`config.mk`:
```
export PLATFORM = sky130hd
export DESIGN_NAME = dmem_arbiter_flat
export DESIGN_NICKNAME = d
export VERILOG_FILES = /design/src/rtl/dmem_arbiter_if.sv /design/src/rtl/dmem_arbiter.sv /design/src/flat_wrapper.sv
export SDC_FILE = /design/constraint.sdc
export NUM_CORES = 1
export LEC_CHECK = 0
export CAP_MARGIN = 20
export CORE_MARGIN = 4
export CORE_UTILIZATION = 30
export CTS_CLUSTER_DIAMETER = 30
export CTS_CLUSTER_SIZE = 16
export DETAILED_ROUTE_END_ITERATION = 16
export PLACE_DENSITY = 0.75
export SYNTH_ARGS = -nofsm -noshare
export SYNTH_HDL_FRONTEND = slang
export SYNTH_SLANG_ARGS = --single-unit
```
`constraint.sdc`:
```
create_clock -name i_clk -period 5.75 [get_ports i_clk]
set_input_delay 1.15 -clock i_clk [delete_from_list [all_inputs] [get_ports i_clk]]
set_output_delay 1.15 -clock i_clk [all_outputs]
set_load 0.02 [all_outputs]
```
`src/rtl/dmem_arbiter_if.sv`:
```
// Bundle between the data-memory arbiter, its two requesters and the memory.
// Ports: p0_*/p1_* request, grant and read-return signals for each requester;
//        mem_* single-port memory command and read data.
// slave modport = arbiter view; master modport = requesters + memory model view.
interface dmem_arbiter_if #(
  parameter int ADDR_W = 16,
  parameter int DATA_W = 16
);
  logic              p0_req;
  logic              p0_we;
  logic [ADDR_W-1:0] p0_addr;
  logic [DATA_W-1:0] p0_wdata;
  logic              p0_gnt;
  logic              p0_rvalid;
  logic [DATA_W-1:0] p0_rdata;

  logic              p1_req;
  logic              p1_we;
  logic [ADDR_W-1:0] p1_addr;
  logic [DATA_W-1:0] p1_wdata;
  logic              p1_gnt;
  logic              p1_rvalid;
  logic [DATA_W-1:0] p1_rdata;

  logic              mem_en;
  logic              mem_we;
  logic [ADDR_W-1:0] mem_addr;
  logic [DATA_W-1:0] mem_wdata;
  logic [DATA_W-1:0] mem_rdata;

  modport slave (
    input  p0_req, p0_we, p0_addr, p0_wdata,
    output p0_gnt, p0_rvalid, p0_rdata,
    input  p1_req, p1_we, p1_addr, p1_wdata,
    output p1_gnt, p1_rvalid, p1_rdata,
    output mem_en, mem_we, mem_addr, mem_wdata,
    input  mem_rdata
  );

  modport master (
    output p0_req, p0_we, p0_addr, p0_wdata,
    input  p0_gnt, p0_rvalid, p0_rdata,
    output p1_req, p1_we, p1_addr, p1_wdata,
    input  p1_gnt, p1_rvalid, p1_rdata,
    input  mem_en, mem_we, mem_addr, mem_wdata,
    output mem_rdata
  );
endinterface

```
`src/rtl/dmem_arbiter.sv`:
```
// Two-port arbiter for the single-port data memory: port 0 = MEM stage, port 1 = loader/debug.
// Latency: grant same cycle as request (combinational); read data/rvalid one cycle after grant.
// Backpressure: the losing port sees gnt=0 and holds its request; port 0 stalls on p0_req & ~p0_gnt.
// Ports: i_clk (rising edge), i_reset (async, active-high), io_bus (dmem_arbiter_if.slave).
// Build option: DMEM_ARB_RR_EN selects round-robin instead of fixed priority + starvation guard.
module dmem_arbiter #(
  parameter int ADDR_W   = 16,
  parameter int DATA_W   = 16,
  parameter int MAX_WAIT = 4    // 1..15, used only in fixed-priority mode
) (
  input  logic          i_clk,
  input  logic          i_reset,
  dmem_arbiter_if.slave io_bus
);

  logic              w_p0_gnt;
  logic              w_p1_gnt;
  logic              w_rd_gnt;
  logic              w_mem_en;
  logic              w_mem_we;
  logic [ADDR_W-1:0] w_mem_addr;
  logic [DATA_W-1:0] w_mem_wdata;

  // Read-return tag: a read was granted last cycle, and by which port.
  logic              r_rd_pend;
  logic              r_rd_port;
  logic [DATA_W-1:0] r_p0_rdata;
  logic [DATA_W-1:0] r_p1_rdata;
  logic              w_p0_rvalid;
  logic              w_p1_rvalid;

`ifdef DMEM_ARB_RR_EN
  // 0 = port 0 was the last winner.
  logic r_last_owner;

  // Grants are gated with reset so nothing reaches the memory while reset is high.
  always_comb begin
    w_p0_gnt = 1'b0;
    w_p1_gnt = 1'b0;
    if (!i_reset) begin
      if (io_bus.p0_req && io_bus.p1_req) begin
        w_p1_gnt = ~r_last_owner;
        w_p0_gnt = r_last_owner;
      end else begin
        w_p0_gnt = io_bus.p0_req;
        w_p1_gnt = io_bus.p1_req;
      end
    end
  end

  always_ff @(posedge i_clk or posedge i_reset) begin
    if (i_reset) begin
      r_last_owner <= 1'b0;
    end else if (w_p0_gnt || w_p1_gnt) begin
      r_last_owner <= w_p1_gnt;
    end
  end
`else
  localparam logic [3:0] MAX_WAIT_C = 4'(MAX_WAIT);

  // Consecutive cycles port 1 has been requesting without a grant.
  logic [3:0] r_wait_cnt;
  logic       w_force_p1;

  assign w_force_p1 = (r_wait_cnt == MAX_WAIT_C);

  always_comb begin
    w_p0_gnt = 1'b0;
    w_p1_gnt = 1'b0;
    if (!i_reset) begin
      w_p1_gnt = io_bus.p1_req & (w_force_p1 | ~io_bus.p0_req);
      w_p0_gnt = io_bus.p0_req & ~w_p1_gnt;
    end
  end

  always_ff @(posedge i_clk or posedge i_reset) begin
    if (i_reset) begin
      r_wait_cnt <= 4'd0;
    end else if (io_bus.p1_req && !w_p1_gnt) begin
      if (r_wait_cnt != MAX_WAIT_C) begin
        r_wait_cnt <= r_wait_cnt + 4'd1;
      end
    end else begin
      r_wait_cnt <= 4'd0;
    end
  end
`endif

  // Memory command muxed from the winner; all zero when idle.
  always_comb begin
    w_mem_en    = 1'b0;
    w_mem_we    = 1'b0;
    w_mem_addr  = '0;
    w_mem_wdata = '0;
    if (w_p1_gnt) begin
      w_mem_en    = 1'b1;
      w_mem_we    = io_bus.p1_we;
      w_mem_addr  = io_bus.p1_addr;
      w_mem_wdata = io_bus.p1_wdata;
    end else if (w_p0_gnt) begin
      w_mem_en    = 1'b1;
      w_mem_we    = io_bus.p0_we;
      w_mem_addr  = io_bus.p0_addr;
      w_mem_wdata = io_bus.p0_wdata;
    end
  end

  assign w_rd_gnt = w_mem_en & ~w_mem_we;

  always_ff @(posedge i_clk or posedge i_reset) begin
    if (i_reset) begin
      r_rd_pend <= 1'b0;
      r_rd_port <= 1'b0;
    end else begin
      r_rd_pend <= w_rd_gnt;
      r_rd_port <= w_rd_gnt & w_p1_gnt;
    end
  end

  assign w_p0_rvalid = r_rd_pend & ~r_rd_port;
  assign w_p1_rvalid = r_rd_pend &  r_rd_port;

  // Hold registers keep the last returned word per port between reads.
  always_ff @(posedge i_clk or posedge i_reset) begin
    if (i_reset) begin
      r_p0_rdata <= '0;
      r_p1_rdata <= '0;
    end else begin
      if (w_p0_rvalid) r_p0_rdata <= io_bus.mem_rdata;
      if (w_p1_rvalid) r_p1_rdata <= io_bus.mem_rdata;
    end
  end

  assign io_bus.p0_gnt    = w_p0_gnt;
  assign io_bus.p1_gnt    = w_p1_gnt;
  assign io_bus.p0_rvalid = w_p0_rvalid;
  assign io_bus.p1_rvalid = w_p1_rvalid;
  // The returning word is forwarded in the rvalid cycle, then held.
  assign io_bus.p0_rdata  = w_p0_rvalid ? io_bus.mem_rdata : r_p0_rdata;
  assign io_bus.p1_rdata  = w_p1_rvalid ? io_bus.mem_rdata : r_p1_rdata;
  assign io_bus.mem_en    = w_mem_en;
  assign io_bus.mem_we    = w_mem_we;
  assign io_bus.mem_addr  = w_mem_addr;
  assign io_bus.mem_wdata = w_mem_wdata;

endmodule
```
`src/flat_wrapper.sv`:
```
// flat-port wrapper written by rule: the top's interface ports become plain ports
module dmem_arbiter_flat 
#(
  parameter int ADDR_W   = 16,
  parameter int DATA_W   = 16,
  parameter int MAX_WAIT = 4                                              
)
  (i_clk, i_reset, io_bus_p0_req, io_bus_p0_we, io_bus_p0_addr, io_bus_p0_wdata, io_bus_p0_gnt, io_bus_p0_rvalid, io_bus_p0_rdata, io_bus_p1_req, io_bus_p1_we, io_bus_p1_addr, io_bus_p1_wdata, io_bus_p1_gnt, io_bus_p1_rvalid, io_bus_p1_rdata, io_bus_mem_en, io_bus_mem_we, io_bus_mem_addr, io_bus_mem_wdata, io_bus_mem_rdata);
  dmem_arbiter_if #(.ADDR_W(ADDR_W), .DATA_W(DATA_W)) io_bus_i ();
  input  logic i_clk;
  input  logic i_reset;
  input wire logic [$bits(io_bus_i.p0_req)-1:0] io_bus_p0_req;
  input wire logic [$bits(io_bus_i.p0_we)-1:0] io_bus_p0_we;
  input wire logic [$bits(io_bus_i.p0_addr)-1:0] io_bus_p0_addr;
  input wire logic [$bits(io_bus_i.p0_wdata)-1:0] io_bus_p0_wdata;
  output wire logic [$bits(io_bus_i.p0_gnt)-1:0] io_bus_p0_gnt;
  output wire logic [$bits(io_bus_i.p0_rvalid)-1:0] io_bus_p0_rvalid;
  output wire logic [$bits(io_bus_i.p0_rdata)-1:0] io_bus_p0_rdata;
  input wire logic [$bits(io_bus_i.p1_req)-1:0] io_bus_p1_req;
  input wire logic [$bits(io_bus_i.p1_we)-1:0] io_bus_p1_we;
  input wire logic [$bits(io_bus_i.p1_addr)-1:0] io_bus_p1_addr;
  input wire logic [$bits(io_bus_i.p1_wdata)-1:0] io_bus_p1_wdata;
  output wire logic [$bits(io_bus_i.p1_gnt)-1:0] io_bus_p1_gnt;
  output wire logic [$bits(io_bus_i.p1_rvalid)-1:0] io_bus_p1_rvalid;
  output wire logic [$bits(io_bus_i.p1_rdata)-1:0] io_bus_p1_rdata;
  output wire logic [$bits(io_bus_i.mem_en)-1:0] io_bus_mem_en;
  output wire logic [$bits(io_bus_i.mem_we)-1:0] io_bus_mem_we;
  output wire logic [$bits(io_bus_i.mem_addr)-1:0] io_bus_mem_addr;
  output wire logic [$bits(io_bus_i.mem_wdata)-1:0] io_bus_mem_wdata;
  input wire logic [$bits(io_bus_i.mem_rdata)-1:0] io_bus_mem_rdata;
  assign io_bus_i.p0_req = io_bus_p0_req;
  assign io_bus_i.p0_we = io_bus_p0_we;
  assign io_bus_i.p0_addr = io_bus_p0_addr;
  assign io_bus_i.p0_wdata = io_bus_p0_wdata;
  assign io_bus_p0_gnt = io_bus_i.p0_gnt;
  assign io_bus_p0_rvalid = io_bus_i.p0_rvalid;
  assign io_bus_p0_rdata = io_bus_i.p0_rdata;
  assign io_bus_i.p1_req = io_bus_p1_req;
  assign io_bus_i.p1_we = io_bus_p1_we;
  assign io_bus_i.p1_addr = io_bus_p1_addr;
  assign io_bus_i.p1_wdata = io_bus_p1_wdata;
  assign io_bus_p1_gnt = io_bus_i.p1_gnt;
  assign io_bus_p1_rvalid = io_bus_i.p1_rvalid;
  assign io_bus_p1_rdata = io_bus_i.p1_rdata;
  assign io_bus_mem_en = io_bus_i.mem_en;
  assign io_bus_mem_we = io_bus_i.mem_we;
  assign io_bus_mem_addr = io_bus_i.mem_addr;
  assign io_bus_mem_wdata = io_bus_i.mem_wdata;
  assign io_bus_i.mem_rdata = io_bus_mem_rdata;
  dmem_arbiter #(.ADDR_W(ADDR_W), .DATA_W(DATA_W), .MAX_WAIT(MAX_WAIT)) u_core (.i_clk(i_clk), .i_reset(i_reset), .io_bus(io_bus_i));
endmodule
```
Run 1, logic cells by family:
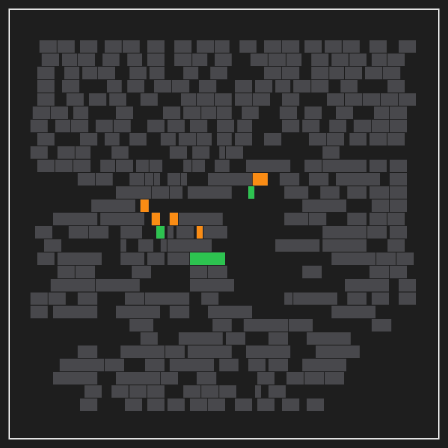
legend:
  green:
    family: NAND gates
    cells: 3
  orange:
    family: NOR gates
    cells: 5

Run 1, track usage over the die:
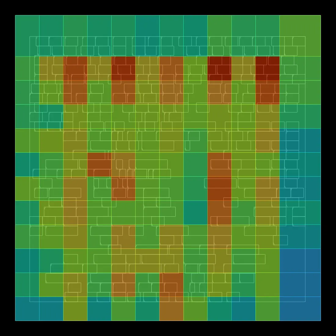
WL/cell: 18.2 um
Util after Layout: 59.3%
GRT met2 Usage: 26.9%
met3 usage: 4.42%
met1 Usage GRT: 21.6%

Run 1, signal wires by layer:
Bar = 20 um. Only two layers are drawn.
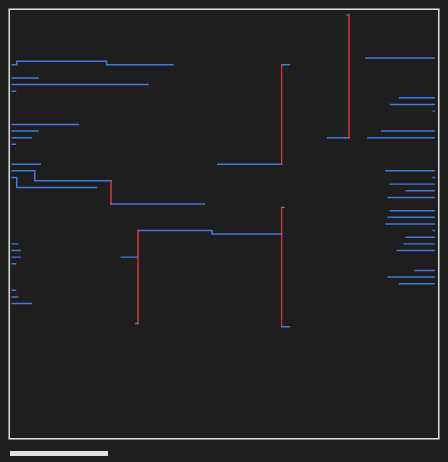
legend:
  red:
    layer: met4
    wire_length: 93.8 um
  blue:
    layer: met3
    wire_length: 381 um

==> results_slide.txt, run 1 <==
Implementation Results

Final layout
  – Comb gates: between 80 and 90
  – FF+latch area: about 950 um^2
  – Filler instances: 517
  – Number of sequential cells: 38
  – Clkbuf count: 7
  – Inverter count: 6
  – Dominant logic cell type in the layout: clkdlybuf4s50_1
  – Design area: ~0.0036 mm^2
  – Sequential cell area share: between 20% and 30%
  – Non-clk buf share: between 40 and 50%
  – Buffers excl. clock: roughly 160
  – Layout cell share with drive strength beyond 1: 17.6%
  – Non-Filler Instances: between 300 and 400

Critical path
  – Slowest cell on crit path: clkdlybuf4s50_1
  – CP Max Fanout: 35
  – CP arrival: about 3.2 ns
  – CP Depth: 6
  – Reg2Reg Setup Slack: between 3 and 4 ns
  – Max incr delay on CP: 0.63 ns
  – R2R cell count: 6
  – Worst R2R Start: u_core.r_wait_cnt[0]
  – Most used cell along the critical path: clkdlybuf4s50_1
  – Setup crit end kind: primary output
  – Crit Path Class: in -> out
  – WP buf/inv: 4

Placement
  – Worst slack, placed: about 1.4 ns
  – Post-DP HPWL: 5.37 mm
  – IO buf count: approximately 160
  – Cell count after placement: between 300 and 400

Floorplanning
  – Area of the core: ~0.006 mm^2
  – Number of well taps: 75
  – Site row count: 28
  – Die extent in y: slightly below 90 um

GRT
  – Initial antenna violation count: 0
  – Vias in the first global route: between 1,500 and 2,000
  – Congestion Overflow GR: 0
  – GRT Util Overall: 16.5%

Yosys
  – YS warnings: 0
  – Yosys cell count: between 100 and 150
  – Cell Area, Synth: 0.00191 mm^2
  – MUX area fraction: 20.0%
  – Count of library flops with an enable pin: 0
  – Ao+oa area frac: between 10% and 20%
  – Adder share: ~1.3%
  – Yosys chip area: around 0.0019 mm^2
  – Flops out of synthesis: 38
  – Basic Gates by Area: 3.22%
  – Synth top cell by count: dfrtp_1
  – Register area share after synthesis: 49.9%

Final timing
  – Worst Skew: 0.00910 ns
  – Worst-Margin Slew: around 0.95 ns
  – Final Hold Slack: approximately 0.5 ns
  – Final setup viols: 0
  – Worst setup margin: around 1.4 ns
  – Slew Limit Headroom: a little over a third
  – Final Slew Violations: 0

Pwr
  – Overall power: ~0.92 mW
  – Pwr Density: approximately 260 mW/mm^2
  – Maximum vdd drop: 0.155 mV
  – Logic pwr share: between 40% and 50%
  – Clk pwr: between 0.15 and 0.2 mW

Outcome
  – Outcome: finished clean

CTS
  – Cts repair resizes: 0
  – Total CTS buffers: 5
  – TritonCTS Sinks: 38
  – TritonCTS clock tree: done

Detailed routing
  – Routed wl met2: 3.40 mm
  – DR WL met3: approximately 380 um
  – Drt pass-1 iters: 4
  – Final WL: just under 7 mm

Min path
  – WHS Path Cells: 1
Run 1, cells colored by class:
Bar = 20 um.
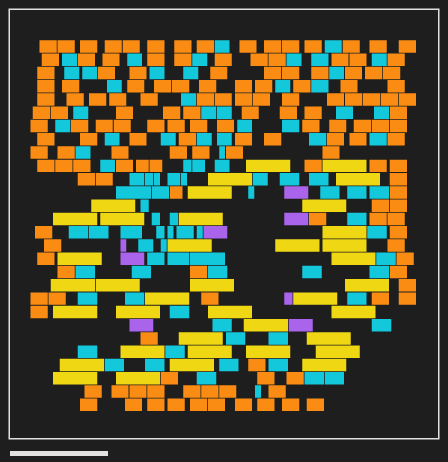

==> inputs of run 2 (changes only) <==
==> constraint.sdc (replaced) <==
create_clock -name i_clk -period 4.2 [get_ports i_clk]
set_input_delay 0.84 -clock i_clk [delete_from_list [all_inputs] [get_ports i_clk]]
set_output_delay 0.84 -clock i_clk [all_outputs]
set_load 0.02 [all_outputs]
Run 2, cells colored by class:
Bar = 20 um.
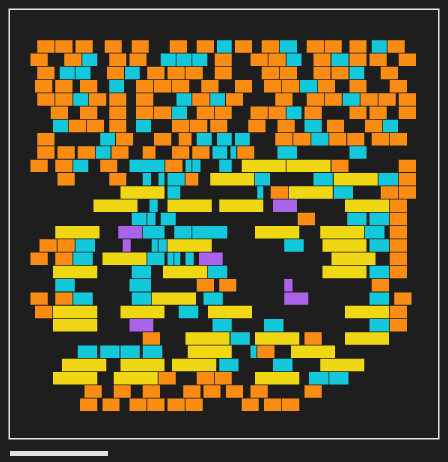
legend:
  purple:
    class: clock drivers and dummy loads
    cells: 7
  orange:
    class: other buffers and delay cells
    cells: 158
  yellow:
    class: flip-flops
    cells: 38
  cyan:
    class: all other logic
    cells: 92

Run 2, sequential cells colored by netlist name:
Bar = 20 um. Other sequential cells in the stronger gray, the rest of the logic in the fainter gray.
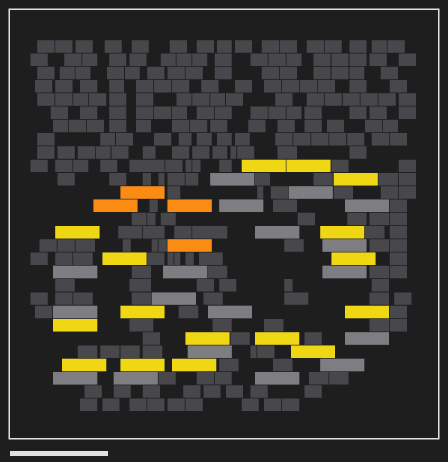
legend:
  orange:
    name_in_the_netlist: u_core.r_wait_cnt
    placed_flops: 4
  yellow:
    name_in_the_netlist: u_core.r_p0_rdata
    placed_flops: 16
not colored: 18
FF+latch area: 951 um^2
Sequential Power: 0.456 mW
Util after Layout: 59.1%

==> run 2 against run 1 <==
  * Clock power grew 24%
  * Combinational power grew 37%
  * Register-to-register slack lost 1.6 ns
  * Worst setup slack lost 0.95 ns
  * Sequential share of layout area grew 0.093 points
  * Count of clock-buffer cells in the layout shrank 2
  * Critical path depth is the same
  * Worst hold slack lost 0.0025 ns
  * Flip-flop count is the same
  * First-iteration DRC count grew 18%
  * Core utilization shrank 0.21 points
  * Synthesized area is the same
  * Critical path type unchanged
==> results_slide.txt, run 2 <==
Implementation Results

Outcome
  – Outcome: finished clean

Final timing
  – Final setup viols: 0
  – Worst setup margin: around 0.49 ns
  – Final Hold Slack: 0.494 ns
  – Worst Skew: 0.00703 ns
  – Slew Limit Headroom: about two fifths
  – Final Slew Violations: 0

CTS
  – Total CTS buffers: 5
  – Cts repair resizes: 0
  – TritonCTS Sinks: 38
  – TritonCTS clock tree: done

GRT
  – GRT Util Overall: ~17%
  – Met3 usage: under 10%
  – Vias in the first global route: 1,903
  – Met1 Usage GRT: a little over a fifth
  – GRT met2 Usage: 28.5%
  – Congestion Overflow GR: 0
  – Initial antenna violation count: 0

Yosys
  – Synth top cell by count: dfrtp_1
  – YS warnings: 0
  – Yosys cell count: 140
  – Ao+oa area frac: 18.6%
  – Cell Area, Synth: between 0.0015 and 0.002 mm^2
  – Yosys chip area: between 0.0015 and 0.002 mm^2
  – MUX area fraction: about a fifth
  – Synth async-reset ratio: 100%
  – Adder share: between 1 and 1.5%
  – Basic Gates by Area: 3.22%
  – Count of library flops with an enable pin: 0

Final layout
  – Sequential cell area share: about a quarter
  – Clkbuf count: 5
  – Inverter count: 6
  – Buffers excl. clock: about 160
  – ANT cells: 0
  – Layout cell share with drive strength beyond 1: roughly 18%
  – Non-clk buf share: 44.2%
  – Comb gates: 86
  – Number of sequential cells: 38
  – Non-Filler Instances: 370
  – Filler instances: 502

Critical path
  – R2R cell count: 6
  – Max incr delay on CP: ~0.64 ns
  – Reg2Reg Setup Slack: around 2.4 ns
  – Setup crit end kind: primary output
  – Worst R2R Start: u_core.r_wait_cnt[0]
  – WP buf/inv: 4
  – CP Depth: 6
  – CP arrival: about 2.9 ns
  – Crit Path Class: in -> out
  – CP Max Fanout: 35
  – Most used cell along the critical path: clkdlybuf4s50_1

Pwr
  – Pwr Density: 349 mW/mm^2
  – Logic pwr share: around 45%
  – Maximum vdd drop: around 0.23 mV
  – Overall power: ~1.2 mW
  – Clk pwr: 0.230 mW

Placement
  – Worst slack, placed: ~0.49 ns
  – Post-DP HPWL: 5.41 mm
  – IO buf count: roughly 160
  – Cell count after placement: roughly 360

Min path
  – Hold Startpoint: u_core.r_p1_rdata[2]
  – WHS Path Cells: 1

Floorplanning
  – Area of the core: around 0.0060 mm^2
  – Site row count: 28
  – Die extent in y: approximately 90 um

Detailed routing
  – Routed wl met2: approximately 3.6 mm
  – Drt pass-1 iters: 4
==> inputs of run 3 (changes only) <==
--- a/config.mk
+++ b/config.mk
@@ -5,9 +5,10 @@
 export SDC_FILE = /design/constraint.sdc
 export NUM_CORES = 1
 export LEC_CHECK = 0
-export CAP_MARGIN = 20
+export CAP_MARGIN = 10
 export CORE_MARGIN = 4
 export CORE_UTILIZATION = 30
+export CTS_BUF_LIST = sky130_fd_sc_hd__clkbuf_8
 export CTS_CLUSTER_DIAMETER = 30
 export CTS_CLUSTER_SIZE = 16
 export DETAILED_ROUTE_END_ITERATION = 16
@@ -15,3 +16,4 @@
 export SYNTH_ARGS = -nofsm -noshare
 export SYNTH_HDL_FRONTEND = slang
 export SYNTH_SLANG_ARGS = --single-unit
+export TNS_END_PERCENT = 20
Run 3, cells colored by class:
Bar = 20 um.
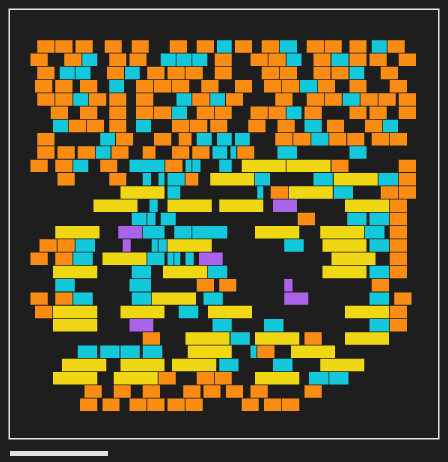
legend:
  purple:
    class: clock drivers and dummy loads
    cells: 7
  orange:
    class: other buffers and delay cells
    cells: 158
  yellow:
    class: flip-flops
    cells: 38
  cyan:
    class: all other logic
    cells: 92
sequential cell area share: 26.7%
area of the core: 0.00603 mm^2

==> run 3 against run 2 <==
  * Final cell count did not move
  * Sequential share of layout area unchanged
  * Power unchanged
  * Synthesized cell count did not move
  * Count of clock-buffer cells in the layout unchanged
  * Largest cell class unchanged
  * Worst setup slack unchanged
  * Non-clock buffer count did not move
  * Worst hold slack stayed put
  * Highest routed layer unchanged
  * Clock power barely moved
  * Via count is the same
  * Critical path type unchanged
  * Die size stayed put
==> results_slide.txt, run 3 <==
Implementation Results

Final layout
  – Syn-to-layout area delta: 86.9%
  – Inverter count: 6
  – Filler instances: between 500 and 600
  – Buffers excl. clock: around 160
  – Non-clk buf share: 44.2%
  – ANT cells: 0
  – FF+latch area: roughly 950 um^2
  – Layout cell share with drive strength beyond 1: 17.6%
  – Util after Layout: 59.1%
  – Number of sequential cells: 38
  – Clkbuf count: 5
  – Comb gates: approximately 86
  – Design area: 0.00356 mm^2

Pwr
  – Logic pwr share: roughly 45%
  – Overall power: 1.24 mW
  – Pwr Density: roughly 350 mW/mm^2
  – Internal power: around 0.85 mW
  – Clock Power Share: 18.5%
  – Top pwr grp: combinational logic
  – Maximum vdd drop: ~0.23 mV
  – Sequential Power: between 0.4 and 0.5 mW
  – Clk pwr: 0.230 mW

Floorplanning
  – Site row count: 28
  – Initial Util: about a third
  – Number of well taps: between 70 and 80
  – Die extent in y: between 80 and 90 um

Final timing
  – Final Slew Violations: 0
  – Worst Skew: 0.00703 ns
  – Setup repair after global routing missed its margin: no
  – Final Hold Slack: between 0.4 and 0.5 ns
  – Slew Limit Headroom: approximately two fifths
  – Final setup viols: 0
  – Worst-Margin Slew: between 0.8 and 0.9 ns
  – Worst setup margin: between 0.4 and 0.5 ns

GRT
  – Met3 usage: 5.46%
  – GRT Util Overall: between 15 and 20%
  – GRT met2 Usage: between 20 and 30%
  – Congestion Overflow GR: 0
  – Met1 Usage GRT: 21.4%
  – Initial antenna violation count: 0
  – Vias in the first global route: about 1,900

Critical path
  – CP arrival: 2.87 ns
  – Worst R2R Start: u_core.r_wait_cnt[0]
  – Launching element type of the critical path: primary input
  – R2R cell count: 6
  – WP buf/inv: 4
  – Crit Path Class: in -> out
  – Setup crit end kind: primary output
  – CP Depth: 6
  – CP Max Fanout: 35
  – Reg2reg end: u_core.r_rd_pend
  – Most used cell along the critical path: clkdlybuf4s50_1
  – Reg2Reg Setup Slack: approximately 2.4 ns
  – Slowest cell on crit path: clkdlybuf4s50_1
  – Max incr delay on CP: approximately 0.64 ns

Yosys
  – Yosys cell count: between 100 and 150
  – Adder share: 1.31%
  – MUX area fraction: 20.0%
  – Flops out of synthesis: 38
  – Yosys chip area: 0.00191 mm^2
  – Ao+oa area frac: a little under a fifth
  – Cell Area, Synth: ~0.0019 mm^2
  – Register area share after synthesis: roughly half
  – Synth async-reset ratio: 100%
  – Count of library flops with an enable pin: 0
  – Synth top cell by count: dfrtp_1
  – Post-synthesis net count: roughly 230
  – Basic Gates by Area: around 3.2%
  – Avg Inst Size Synth: approximately 14 um^2
  – YS warnings: 0

Min path
  – Hold Startpoint: u_core.r_p1_rdata[2]
  – WHS Path Cells: 1

CTS
  – TritonCTS clock tree: done
  – Cts repair resizes: 0
  – Total CTS buffers: 5
  – TritonCTS Sinks: 38
  – Clock root cell: clkbuf_8

Placement
  – Worst slack, placed: 0.487 ns
  – Cell count after placement: 363
  – Cell Area, Placed: ~0.0035 mm^2
  – Post-DP HPWL: approximately 5.4 mm
  – IO buf count: about 160

Detailed routing
  – WL/cell: 18.5 um
  – Met1 WL: approximately 2.8 mm
  – Top sig layer: met4
  – Drt drc: 0
  – Final WL: about 6.8 mm
  – Routed wl met2: 3.56 mm
  – DR WL met3: 449 um
  – Drt pass-1 iters: 4

Outcome
  – Outcome: finished clean

Flow run
  – OpenROAD warnings: 27
Run 3, logic cells by family:
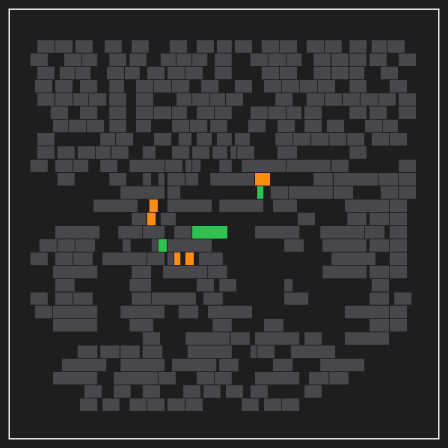
legend:
  orange:
    family: NOR gates
    cells: 5
    where: center
  green:
    family: NAND gates
    cells: 3
Non-Filler Instances: 370
dominant logic cell type in the layout: clkdlybuf4s50_1
Comb area share: 23.6%

No activity file was given, so power comes from the tool's default toggle rates.
